**Routing congestion**

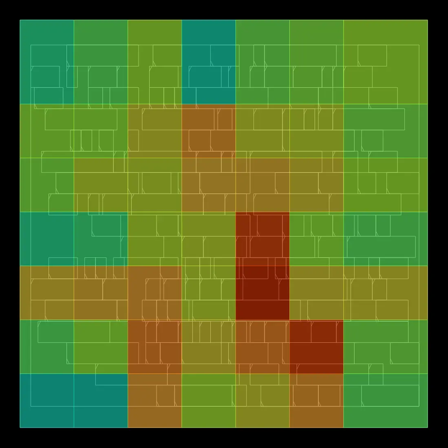
**Sequential cells colored by netlist name**

Other sequential cells in the stronger gray, the rest of the logic in the fainter gray.
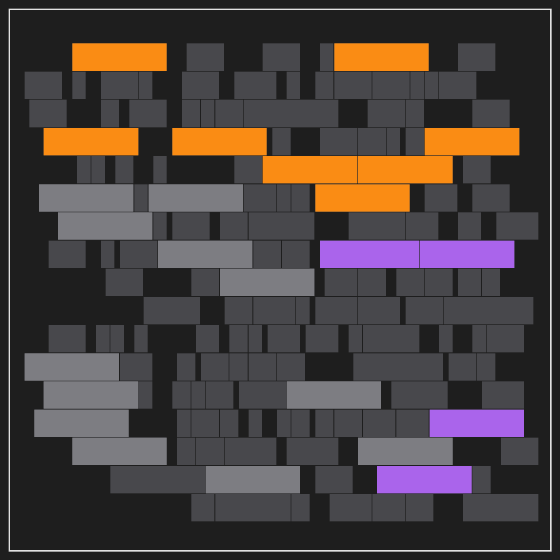
**Flops by top-level scope**

Other sequential cells in the stronger gray, the rest of the logic in the fainter gray.
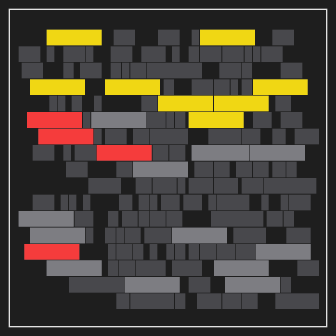
===== src/rtl/pattern_frame_tx_pkg.sv =====
// pattern_frame_tx_pkg
//   Definitions shared by the sync-pattern link transmitter and detector:
//   one-hot frame state encoding, default sync pattern and its width, and a
//   small helper used to size the per-phase bit counter.
package pattern_frame_tx_pkg;

    localparam int unsigned SYNC_W = 4;
    localparam logic [SYNC_W-1:0] SYNC_PATTERN = 4'b1011;

    // One-hot frame phases.
    typedef enum logic [3:0] {
        StIdle    = 4'b0001,
        StSync    = 4'b0010,
        StPayload = 4'b0100,
        StGap     = 4'b1000
    } tx_state_e;

    function automatic int unsigned max3(input int unsigned a, input int unsigned b,
                                         input int unsigned c);
        int unsigned m;
        m = (a > b) ? a : b;
        return (m > c) ? m : c;
    endfunction

endpackage


===== src/rtl/piso_shift.sv =====
// piso_shift
//   Parallel-in / serial-out shift register, MSB first. A load takes priority
//   over a shift; zeros fill from the LSB end.
//   Ports:
//     clk_i   in  1      clock, rising edge
//     rst_i   in  1      asynchronous active-high reset (clears the register)
//     load_i  in  1      load data_i
//     data_i  in  WIDTH  parallel word
//     shift_i in  1      shift one position towards the MSB
//     msb_o   out 1      current MSB (next bit to leave)
module piso_shift #(
    parameter int unsigned WIDTH = 8
) (
    input  logic             clk_i,
    input  logic             rst_i,
    input  logic             load_i,
    input  logic [WIDTH-1:0] data_i,
    input  logic             shift_i,
    output logic             msb_o
);

    logic [WIDTH-1:0] r_sr;

    always_ff @(posedge clk_i or posedge rst_i) begin
        if (rst_i) begin
            r_sr <= '0;
        end else if (load_i) begin
            r_sr <= data_i;
        end else if (shift_i) begin
            r_sr <= r_sr << 1;
        end
    end

    assign msb_o = r_sr[WIDTH-1];

endmodule


===== src/rtl/pattern_frame_tx.sv =====
// pattern_frame_tx
//   Transmit end of the serial sync-pattern link. A payload word accepted over
//   valid/ready is sent as one frame: sync pattern (MSB first), payload (MSB
//   first), then GAP_BITS zeros. One bit leaves per edge with bit_en_i high.
//   Ports:
//     clk_i        in  1       clock, rising edge
//     rst_i        in  1       asynchronous active-high reset
//     data_i       in  DATA_W  payload word, sampled on accept
//     data_valid_i in  1       payload offered
//     data_ready_o out 1       can accept a payload (idle only)
//     bit_en_i     in  1       bit-slot strobe
//     bit_o        out 1       serial bit
//     bit_valid_o  out 1       bit_o valid this cycle
//     sync_o       out 1       high with the last sync-pattern bit
//     busy_o       out 1       frame in progress
module pattern_frame_tx
    import pattern_frame_tx_pkg::*;
#(
    parameter int unsigned         DATA_W   = 8,
    parameter int unsigned         PAT_W    = SYNC_W,
    parameter logic [PAT_W-1:0]    PATTERN  = SYNC_PATTERN,
    parameter int unsigned         GAP_BITS = 1
) (
    input  logic              clk_i,
    input  logic              rst_i,
    input  logic [DATA_W-1:0] data_i,
    input  logic              data_valid_i,
    output logic              data_ready_o,
    input  logic              bit_en_i,
    output logic              bit_o,
    output logic              bit_valid_o,
    output logic              sync_o,
    output logic              busy_o
);

    localparam int unsigned CNT_W = $clog2(max3(PAT_W, DATA_W, GAP_BITS) + 1);
    localparam logic [CNT_W-1:0] PAT_LAST  = CNT_W'(PAT_W - 1);
    localparam logic [CNT_W-1:0] DATA_LAST = CNT_W'(DATA_W - 1);
    localparam logic [CNT_W-1:0] GAP_LAST  = CNT_W'((GAP_BITS > 0) ? GAP_BITS - 1 : 0);

    tx_state_e        r_state;
    logic [CNT_W-1:0] r_cnt;
    logic             r_bit;
    logic             r_valid;
    logic             r_sync;
    // Holds data_ready_o low until the first edge after reset release.
    logic             r_live;

    logic w_accept;
    logic w_pat_shift;
    logic w_pay_shift;
    logic w_pat_msb;
    logic w_pay_msb;

    assign data_ready_o = (r_state == StIdle) && r_live;
    assign busy_o       = (r_state != StIdle);
    assign w_accept     = data_valid_i && data_ready_o;
    assign w_pat_shift  = (r_state == StSync) && bit_en_i;
    assign w_pay_shift  = (r_state == StPayload) && bit_en_i;

    // The pattern is streamed through its own shifter so no variable bit index is needed.
    piso_shift #(
        .WIDTH (PAT_W)
    ) u_pat_shift (
        .clk_i   (clk_i),
        .rst_i   (rst_i),
        .load_i  (w_accept),
        .data_i  (PATTERN),
        .shift_i (w_pat_shift),
        .msb_o   (w_pat_msb)
    );

    piso_shift #(
        .WIDTH (DATA_W)
    ) u_pay_shift (
        .clk_i   (clk_i),
        .rst_i   (rst_i),
        .load_i  (w_accept),
        .data_i  (data_i),
        .shift_i (w_pay_shift),
        .msb_o   (w_pay_msb)
    );

    always_ff @(posedge clk_i or posedge rst_i) begin
        if (rst_i) begin
            r_state <= StIdle;
            r_cnt   <= '0;
            r_bit   <= 1'b0;
            r_valid <= 1'b0;
            r_sync  <= 1'b0;
            r_live  <= 1'b0;
        end else begin
            r_live <= 1'b1;
            unique case (r_state)
                StIdle: begin
                    r_bit   <= 1'b0;
                    r_valid <= 1'b0;
                    r_sync  <= 1'b0;
                    if (w_accept) begin
                        r_state <= StSync;
                        r_cnt   <= '0;
                    end
                end
                StSync: begin
                    r_valid <= bit_en_i;
                    r_sync  <= bit_en_i && (r_cnt == PAT_LAST);
                    if (bit_en_i) begin
                        r_bit <= w_pat_msb;
                        if (r_cnt == PAT_LAST) begin
                            r_cnt   <= '0;
                            r_state <= StPayload;
                        end else begin
                            r_cnt <= r_cnt + CNT_W'(1);
                        end
                    end
                end
                StPayload: begin
                    r_valid <= bit_en_i;
                    r_sync  <= 1'b0;
                    if (bit_en_i) begin
                        r_bit <= w_pay_msb;
                        if (r_cnt == DATA_LAST) begin
                            r_cnt   <= '0;
                            r_state <= (GAP_BITS > 0) ? StGap : StIdle;
                        end else begin
                            r_cnt <= r_cnt + CNT_W'(1);
                        end
                    end
                end
                StGap: begin
                    r_valid <= bit_en_i;
                    r_sync  <= 1'b0;
                    if (bit_en_i) begin
                        r_bit <= 1'b0;
                        if (r_cnt == GAP_LAST) begin
                            r_cnt   <= '0;
                            r_state <= StIdle;
                        end else begin
                            r_cnt <= r_cnt + CNT_W'(1);
                        end
                    end
                end
                default: begin
                    r_state <= StIdle;
                    r_valid <= 1'b0;
                    r_sync  <= 1'b0;
                end
            endcase
        end
    end

    assign bit_o       = r_bit;
    assign bit_valid_o = r_valid;
    assign sync_o      = r_sync;

endmodule


===== config.mk =====
export PLATFORM = sky130hd
export DESIGN_NAME = pattern_frame_tx
export DESIGN_NICKNAME = d
export VERILOG_FILES = /design/src/rtl/pattern_frame_tx_pkg.sv /design/src/rtl/piso_shift.sv /design/src/rtl/pattern_frame_tx.sv
export SDC_FILE = /design/constraint.sdc
export NUM_CORES = 1
export LEC_CHECK = 0
export CORE_UTILIZATION = 48
export CTS_CLUSTER_DIAMETER = 30
export DETAILED_ROUTE_END_ITERATION = 10
export GPL_TIMING_DRIVEN = 0
export PLACE_DENSITY_LB_ADDON = 0.08
export SLEW_MARGIN = 20
export SYNTH_ARGS = -nofsm -noshare
export SYNTH_HDL_FRONTEND = slang
export SYNTH_SLANG_ARGS = --single-unit

===== constraint.sdc =====
create_clock -name clk_i -period 1.8 [get_ports clk_i]
set_input_delay 0.18 -clock clk_i [delete_from_list [all_inputs] [get_ports clk_i]]
set_output_delay 0.18 -clock clk_i [all_outputs]
set_load 0.01 [all_outputs]

==> impl_results.rst <==
Implementation results
======================

.. list-table::
   :header-rows: 1

   * - Metric
     - Value
   * - Status
     - finished with violations
   * - Failing checks
     - negative setup slack
   * - NonClk Buf Share
     - 0.211
   * - RR Endpoint
     - r_state[3]$_DFFE_PP0P_
   * - Comb pwr
     - between 0.0006 and 0.0007 W
   * - Nets
     - approximately 170
   * - Period utilization
     - 1.11
   * - Highest Clock Rate
     - between 400 and 500 MHz
   * - Maximum count of clock buffers along a single path
     - 2
   * - Number of vias in the routed layout
     - between 1000 and 1500
   * - Part of the total power dissipated in the clock network
     - 0.164
   * - Top power group
     - registers
   * - Metal3 WL
     - about 70 um
   * - Critical Path AT
     - roughly 2200 ps
   * - Most frequently used flop master after synthesis
     - sky130_fd_sc_hd__dfrtp_1
   * - PnR Total Power
     - approximately 0.0017 W
   * - Post-route standard cell area excluding fillers
     - ~1700 um^2
   * - Register clock-pin slew on the reported worst setup and hold paths
     - 130 ps
   * - Level count of the clock H-tree
     - 1
   * - Worst-case setup margin in the final layout
     - -200 ps
   * - Cell breakdown of the critical path
     - ha_2 > or3b_4 > a22o_1 > or3_4 > mux2_4
   * - Met1 routed wirelength after detailed routing
     - 1.34 mm
   * - Worst Setup EP
     - r_state[3]$_DFFE_PP0P_
   * - Yosys top cell area share
     - 0.477
   * - Minimum period implied by the final worst setup slack
     - about 2000 ps
   * - Internal power consumption
     - around 0.0012 W
   * - Via count of the first global-routing pass
     - between 900 and 1000
   * - Worst rel slew slack
     - 0.390
   * - Flops after synth
     - 24
   * - Critical Path Max Stage Delay
     - between 400 and 500 ps
   * - Final clock skew
     - between 1 and 1.5 ps
   * - Most instantiated cells after synthesis
     - 23 x sky130_fd_sc_hd__dfrtp_1, 17 x sky130_fd_sc_hd__nand2_1, 9 x sky130_fd_sc_hd__mux2i_1, 9 x sky130_fd_sc_hd__o21ai_0, 8 x sky130_fd_sc_hd__nand3_1
   * - Area Growth Syn to Fin
     - 39.7%
   * - Final setup viols
     - 4
   * - Adder Share, Synth
     - 0.0207
   * - Postcts setup bufs
     - 8
   * - Area occupied by multi-input gates
     - around 630 um^2
   * - Synthesized net count
     - between 100 and 150
   * - Maxcap violations
     - 0
   * - Share of layout cells above drive strength 1
     - 0.309
   * - Number of endpoints with negative hold slack in the final report
     - 0
Back to the opening pictures, 'routing congestion':
global routing usage summed across all routing layers: 0.210
Util after Layout: 0.734

Back to the opening pictures, 'sequential cells colored by netlist name':
[orange] u_pay_shift.r_sr | flops: 8
[purple] r_state | flops: 4
not colored: 12
flip-flop and latch area: 602 um^2
flip-flop and latch share of the layout cell area: 0.357
sequential group power: 0.000782 W

Back to the opening pictures, 'flops by top-level scope':
[yellow] u_pay_shift | flops: 8
[red] u_pat_shift | flops: 4 | where: west
area enclosed by the die boundary: 2720 um^2
post-route insts no fill: 180

Power is estimated from default activity; no workload was simulated.
